**Run 1: wiring by layer**

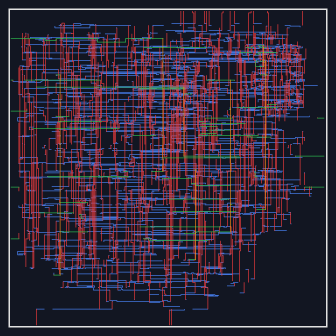
**Run 1: nets reached from selected ports**

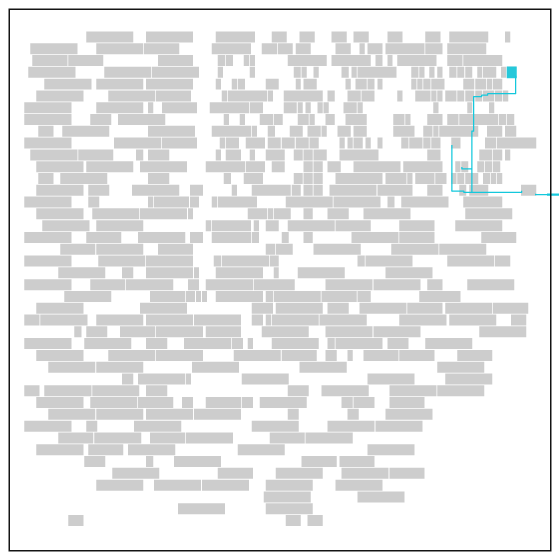
**Run 1: clock network drawn from the DEF**

The bar under the picture is 20 um long.
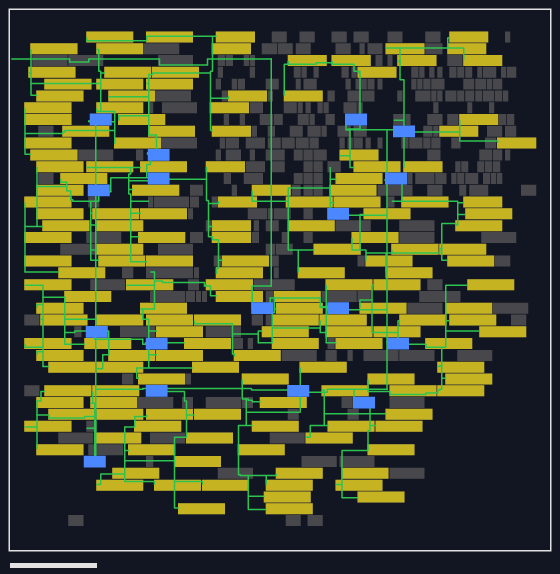
**Run 1: logic cells by family**

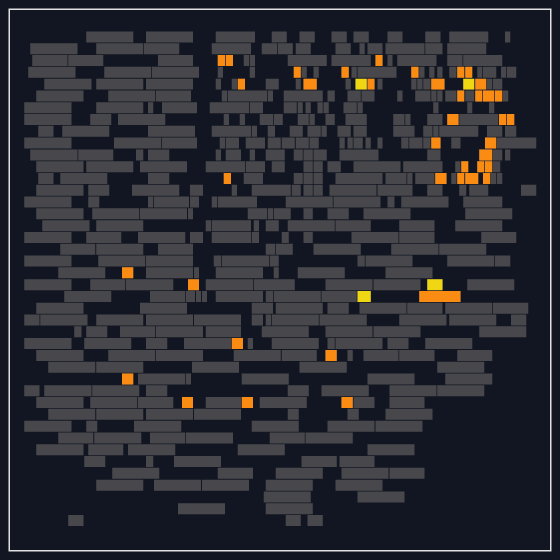
==> config.mk <==
export PLATFORM = sky130hd
export DESIGN_NAME = router_fifo
export DESIGN_NICKNAME = d
export VERILOG_FILES = /design/src/rtl/router_fifo.sv
export SDC_FILE = /design/constraint.sdc
export NUM_CORES = 1
export LEC_CHECK = 0
export CORE_MARGIN = 3
export CORE_UTILIZATION = 50
export CTS_BUF_LIST = sky130_fd_sc_hd__clkbuf_2 sky130_fd_sc_hd__clkbuf_4 sky130_fd_sc_hd__clkbuf_8
export CTS_CLUSTER_DIAMETER = 200
export CTS_CLUSTER_SIZE = 14
export DETAILED_ROUTE_END_ITERATION = 10
export GPL_TIMING_DRIVEN = 0
export PLACE_DENSITY = 0.66
export RECOVER_POWER = 50
export SLEW_MARGIN = 20
export SYNTH_ARGS = -nofsm -noshare
export SYNTH_HDL_FRONTEND = slang
export SYNTH_SLANG_ARGS = --single-unit
==> constraint.sdc <==
create_clock -name clk -period 6.82 [get_ports clk]
set_clock_uncertainty 0.1 [all_clocks]
set_input_delay 1.364 -clock clk [delete_from_list [all_inputs] [get_ports clk]]
set_output_delay 1.364 -clock clk [all_outputs]
set_load 0.03 [all_outputs]
==> src/rtl/router_fifo.sv <==
// Per-port output FIFO of the 1x3 router: stores {header marker, byte}
// words and tracks the remaining length of the packet being read out.
//
// Ports:
//   clk         system clock, rising edge
//   rst         asynchronous reset, active-low
//   soft_reset  synchronous flush, active-high
//   write_enb   write strobe
//   read_enb    read strobe
//   lfd_state   1 = byte being written is a packet header
//   data_in     byte to store
//   data_out    registered read data
//   full        no free entries
//   empty       no stored entries
//   pkt_active  a packet read is in progress
module router_fifo #(
    parameter int DATA_WIDTH = 8,
    parameter int DEPTH      = 16,
    parameter int ADDR_WIDTH = 4
) (
    input  logic                  clk,
    input  logic                  rst,
    input  logic                  soft_reset,
    input  logic                  write_enb,
    input  logic                  read_enb,
    input  logic                  lfd_state,
    input  logic [DATA_WIDTH-1:0] data_in,
    output logic [DATA_WIDTH-1:0] data_out,
    output logic                  full,
    output logic                  empty,
    output logic                  pkt_active
);

    localparam logic [ADDR_WIDTH:0] PTR_ONE = 1;

    logic [DATA_WIDTH:0]   mem_q [DEPTH];
    logic [ADDR_WIDTH:0]   wr_ptr_q, wr_ptr_d;
    logic [ADDR_WIDTH:0]   rd_ptr_q, rd_ptr_d;
    logic [6:0]            cnt_q, cnt_d;
    logic [DATA_WIDTH-1:0] dout_q, dout_d;
    logic [DATA_WIDTH:0]   rd_word;
    logic                  do_wr, do_rd;

    // Flags come straight from the registered pointers, so a simultaneous
    // read/write sees the occupancy from before the edge.
    assign empty = (wr_ptr_q == rd_ptr_q);
    assign full  = (wr_ptr_q[ADDR_WIDTH] != rd_ptr_q[ADDR_WIDTH]) &&
                   (wr_ptr_q[ADDR_WIDTH-1:0] == rd_ptr_q[ADDR_WIDTH-1:0]);

    assign do_wr = write_enb && !full && !soft_reset;
    assign do_rd = read_enb && !empty && !soft_reset;

    assign rd_word    = mem_q[rd_ptr_q[ADDR_WIDTH-1:0]];
    assign data_out   = dout_q;
    assign pkt_active = (cnt_q != 7'd0);

    always_comb begin
        wr_ptr_d = wr_ptr_q;
        rd_ptr_d = rd_ptr_q;
        cnt_d    = cnt_q;
        dout_d   = dout_q;
        if (soft_reset) begin
            wr_ptr_d = '0;
            rd_ptr_d = '0;
            cnt_d    = '0;
            dout_d   = '0;
        end else begin
            if (do_wr) begin
                wr_ptr_d = wr_ptr_q + PTR_ONE;
            end
            if (do_rd) begin
                rd_ptr_d = rd_ptr_q + PTR_ONE;
                dout_d   = rd_word[DATA_WIDTH-1:0];
                // Header reloads with payload length plus the parity byte;
                // a header mid-packet abandons the truncated packet.
                if (rd_word[DATA_WIDTH]) begin
                    cnt_d = 7'(rd_word[7:2]) + 7'd1;
                end else if (cnt_q != 7'd0) begin
                    cnt_d = cnt_q - 7'd1;
                end
            end
        end
    end

    always_ff @(posedge clk or negedge rst) begin
        if (!rst) begin
            wr_ptr_q <= '0;
            rd_ptr_q <= '0;
            cnt_q    <= '0;
            dout_q   <= '0;
        end else begin
            wr_ptr_q <= wr_ptr_d;
            rd_ptr_q <= rd_ptr_d;
            cnt_q    <= cnt_d;
            dout_q   <= dout_d;
        end
    end

    // Storage needs no reset: contents are only visible through the pointers.
    always_ff @(posedge clk) begin
        if (do_wr) begin
            mem_q[wr_ptr_q[ADDR_WIDTH-1:0]] <= {lfd_state, data_in};
        end
    end

endmodule
==> summary.txt, run 1 <==
This memo summarizes the results of the implementation run.

STA
Subtracting the final worst setup slack from the clock period gives between 4 and 5 ns. The accumulated negative setup slack is 0 ns. From the final report, the count of setup violators was given as 0. Headroom to the max-slew limit came out at 0.07245. After layout, the worst setup slack is approximately 2.8 ns.

Logic synthesis
The leading register cell type out of synthesis is sky130_fd_sc_hd__edfxtp_1. Counting flops with a built-in enable in the synthesized netlist gives roughly 140. The most popular library cell in the synthesized design by count is sky130_fd_sc_hd__edfxtp_1. The mean instance size in the synthesized netlist is 17.52 um2.

The mapped netlist covers around 7000 um2. The flip-flop and latch count after synthesis is between 150 and 200.

Global route
For met2 alone, demand over resource in global routing was 0.3066. The total routing resource utilization after global routing is 0.2003. The initial antenna violation count is 0.

CTS
The clock tree has to reach ~170 sinks. The maximum clock path buffer count is 2.

Place
The total placed cells including tap cells is around 600.

Floorplan
According to the floorplan report, the placeable core area is roughly 14000 um2. The die is ~120 um wide. The count of standard-cell rows is 42. The die footprint is ~16000 um2.

Finish
The number of flip-flops in the largest register is ~140. The share of the final layout cell area in sequential cells is 0.6314. The multi-input combinational cells in the finished layout cover a total of 1949 um2. The storage element area is around 4900 um2.

Setup path
For this run, the slowest stage of the critical path takes about 0.64 ns. The worst endpoint required time is approximately 5.4 ns. The flop-to-flop setup slack is about 3.8 ns.

Power
The script computed a power per unit cell area of between 200 and 300 nW/um2.

Routing
Across all layers, the routed design uses about 3800 vias. The remaining antenna violation count after routing is 0.

Status
The run finished with clean final reports.
Notes on 'wiring by layer' above:
Orange marks M4, wire length 320 um. Green marks M3, wire length 736 um. Blue marks M1, wire length 6480 um. Red marks M2, wire length 7320 um.

Notes on 'nets reached from selected ports' above:
Cyan marks `pkt_active`, bits 1, direction output, edge right, end cells 1, buffers 1, wire 69.6 um.
port bufs: 24
I/O pin count: 25

Notes on 'clock network drawn from the DEF' above:
Blue marks clock-net drivers, count 17. Yellow marks flip-flops, count 169. Green marks clock wires, length 1750 um.
Position of the flops: spread over the die.
clock network fraction of total power: 0.280
clk_lat worst skew: 0.45 ns
clock network power: 630 uW

Notes on 'logic cells by family' above:
Yellow marks non-inverting ao/oa cells, cells 4. Orange marks aoi and oai cells, cells 40, most used a21oi_1.
top logic cell by instance count in the layout: sky130_fd_sc_hd__edfxtp_1
Final Non-Filler Cells: 634
logic gate fraction of the total cell area: 0.2487

**Run 1: clock nets**

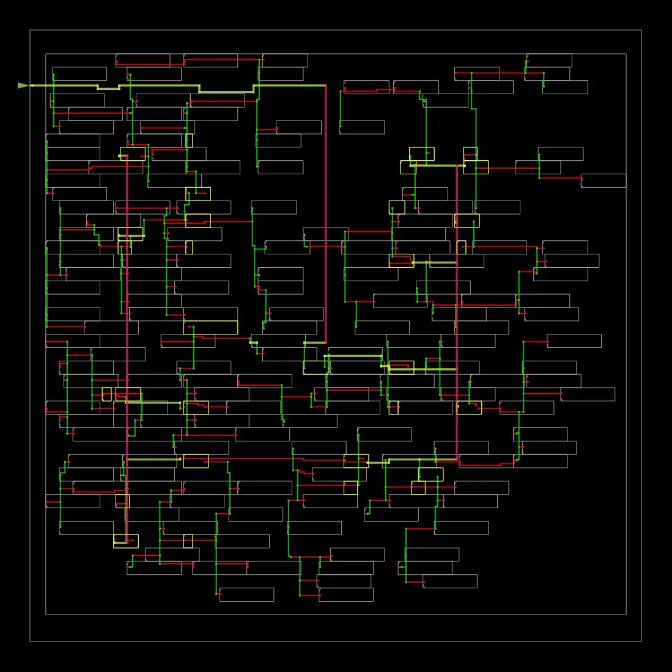

==> run 2, diff against run 1 <==
PLACE_DENSITY = 0.69   (was 0.66)
clock period = 3.3 ns   (was 6.82 ns; I/O delays follow)
**Run 2: clock nets**

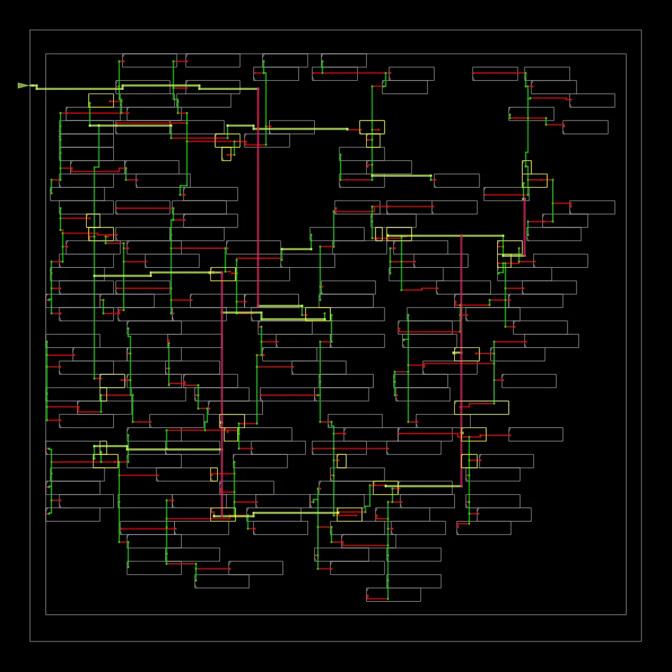
clk_lat worst skew: 0.46 ns
Num CTS Buffers: 17
clock buffers: 19

**Run 2: nets reached from selected ports**

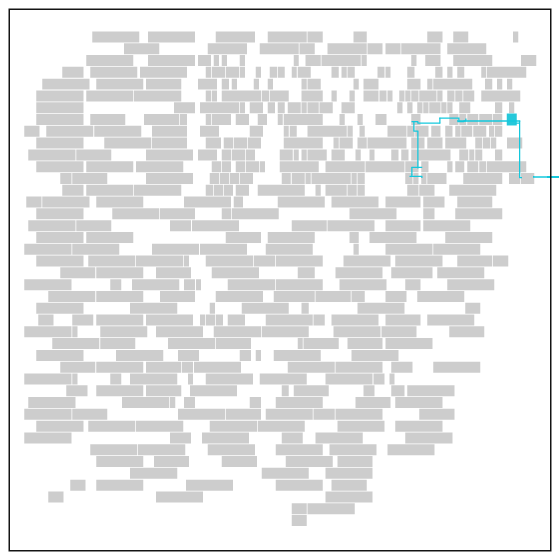
Cyan marks `pkt_active`, bits 1, direction output, edge right, end cells 1, buffers 1, wire 66.7 um.

**Run 2: clock network drawn from the DEF**

The bar under the picture is 20 um long.
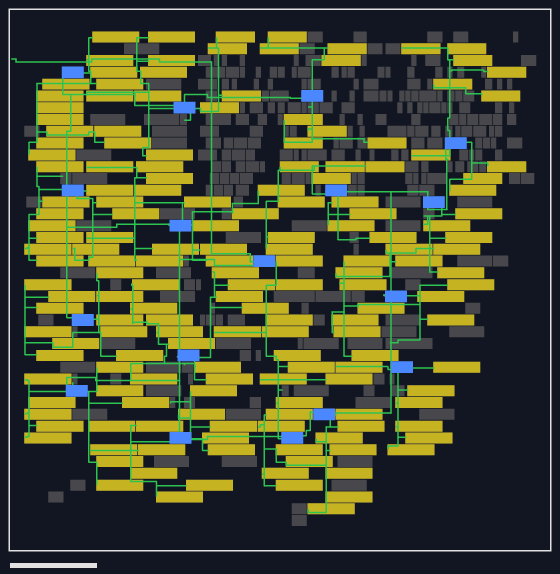
Yellow marks flip-flops, count 169. Blue marks clock-net drivers, count 17. Green marks clock wires, length 1800 um.
Position of the flops: spread over the die. There are 18 routed clock nets.
clock network power: 1.27 mW
clock network fraction of total power: 0.277

==> run 2 against run 1 <==
Against the previous run:
- cell count decreased by 0.16%
- area after synthesis unchanged
- routed wire length shrank 4.4%
- count of clock-buffer cells in the layout is 1 higher
- critical path type unchanged
- largest power group unchanged
==> summary.txt, run 2 <==
This memo summarizes the results of the implementation run.

STA
The critical path in the final layout is reported with a setup slack of roughly 0.16 ns. The final setup violation count is 0. The post-layout minimum cycle time is ~3.1 ns. The relative max-transition margin is 0.08215.

Logic synthesis
The post-synthesis cell area is around 7000 um2. In this run, synthesis inferred 144 flip-flops with an integrated enable. The most used flip-flop cell after synthesis is sky130_fd_sc_hd__edfxtp_1. The most popular library cell in the synthesized design by count is sky130_fd_sc_hd__edfxtp_1.

Routing
The remaining antenna violation count after routing is 0.

Setup path
The critical path's largest stage delay is just under 0.5 ns. The flop-to-flop setup slack is between 0.2 and 0.25 ns.

Finish
The fraction of area in multi-input gates is 0.2499. The most frequent logic cell in the layout is sky130_fd_sc_hd__edfxtp_1. The non-filler instance count after layout is ~630. The combined area of the multi-input logic cells is between 1500 and 2000 um2. Summing all flip-flop and latch instances after layout gives ~5000 um2.

Floorplan
The die footprint is about 16000 um2. The core footprint is around 14000 um2. The count of boundary I/O pins is 25. The floorplan has 42 rows.

Global route
Routing resource usage on met2 recorded by global route was 0.3025. The initial antenna violation count is 0.

Status
The flow ran to the end, and the final reports show no timing, DRC or antenna violations.

Power
For this design the ratio of total power to cell area is around 590 nW/um2.

Place
Per the placement log, port buffering inserted 24 buffers.
**Run 2: logic cells by family**

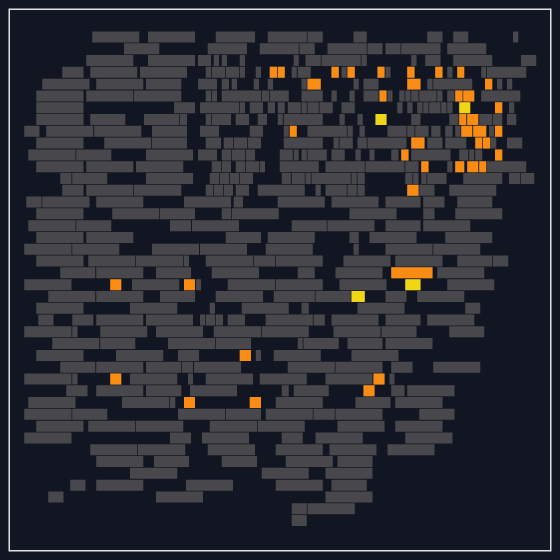

==> run 3, diff against run 2 <==
CAP_MARGIN = 20   (was not set)
**Run 3: logic cells by family**

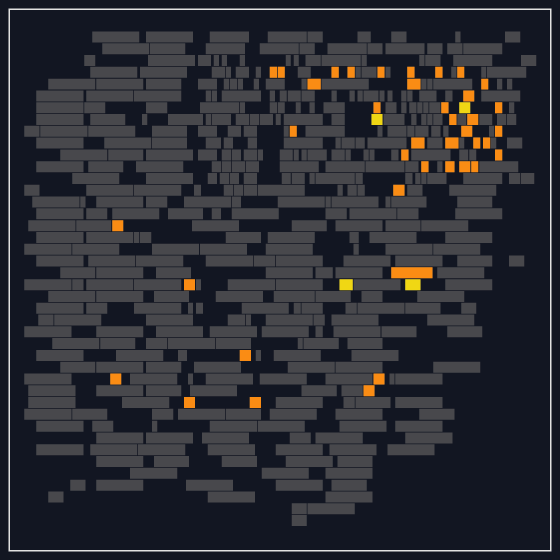
Orange marks aoi and oai cells, cells 40, most used a21oi_1. Yellow marks non-inverting ao/oa cells, cells 4.

**Run 3: wiring by layer**

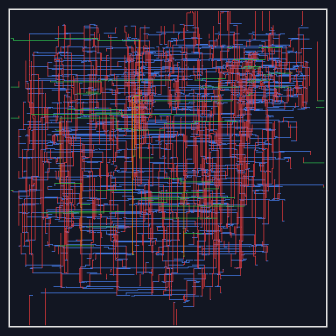
Orange marks M4, wire length 229 um. Blue marks M1, wire length 6170 um. Red marks M2, wire length 7110 um. Green marks M3, wire length 723 um.
Final Routed Wirelength: 14.23 mm
routed length per placed instance: 22.37 um
total track usage: 0.1936
count of vias placed by the detailed router: 3748

**Run 3: clock network drawn from the DEF**

The bar under the picture is 20 um long.
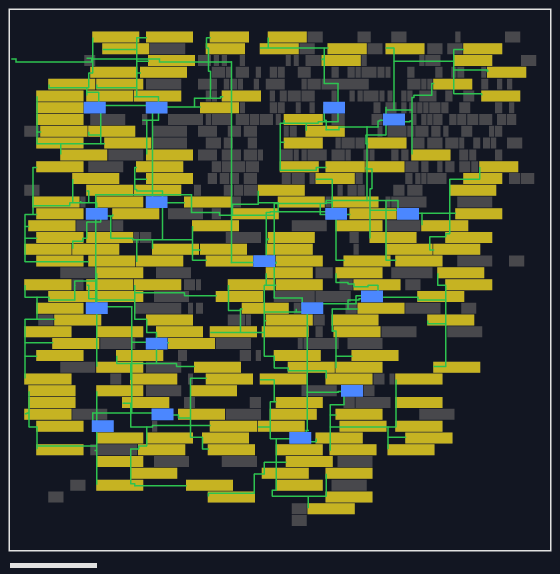
Yellow marks flip-flops, count 169. Blue marks clock-net drivers, count 17. Green marks clock wires, length 1750 um.
There are 18 routed clock nets. Position of the flops: spread over the die.

==> run 3 against run 2 <==
Against the previous run:
- register-to-register slack hardly changed
- utilization increased by 0.52 points
- largest cell class unchanged
- total power rose by 3.8%
- die area unchanged
- routed wire length is 0.24% higher
- sequential power about the same
- critical endpoint unchanged
- global-route usage fell by 0.12 points
- critical path type unchanged
==> summary.txt, run 3 <==
This memo summarizes the results of the implementation run.

Status
The flow ran to the end, and the final reports show no timing, DRC or antenna violations.

CTS
The maximum clock path buffer count is 2. TritonCTS reports the number of clock sinks as 169.

Logic synthesis
The mean instance size in the synthesized netlist is 17.52 um2. The number of enable-type register cells in the synthesized netlist is about 140. For this run the top cell type by instance count after synthesis was sky130_fd_sc_hd__edfxtp_1.

STA
The worst path meets setup with about 0.19 ns of slack. The smallest clock period supported by the final layout is computed as between 3 and 4 ns. The final setup violation count is 0.

Routing
The remaining antenna violation count after routing is 0.

Floorplan
The width of the die is about 120 um. The die footprint is between 15000 and 20000 um2. Row generation in the floorplan step produced 42 rows.

Finish
Per the layout report, the design carries 21 clock buffers. Per the layout area report, the sequential fraction of cell area is 0.6269. For this run, the number of standard cells in the final layout without fillers is 636. Per the layout area report, the register area comes to between 4000 and 5000 um2. The fraction of area in multi-input gates is 0.2477.

Setup path
The timing report gives the worst reg2reg path a setup slack of about 0.23 ns.

Power
The power consumed by the clock network is ~1.5 mW. The flow reported a cell area power density of 605.5 nW/um2. The part of the power in the clock network is 0.304.

Place
The count of input and output buffers is 24. The total placed cells including tap cells is between 600 and 700.

Global route
The global routing report lists met2 layer usage as 0.3041.
No activity file was given, so power comes from the tool's default toggle rates.
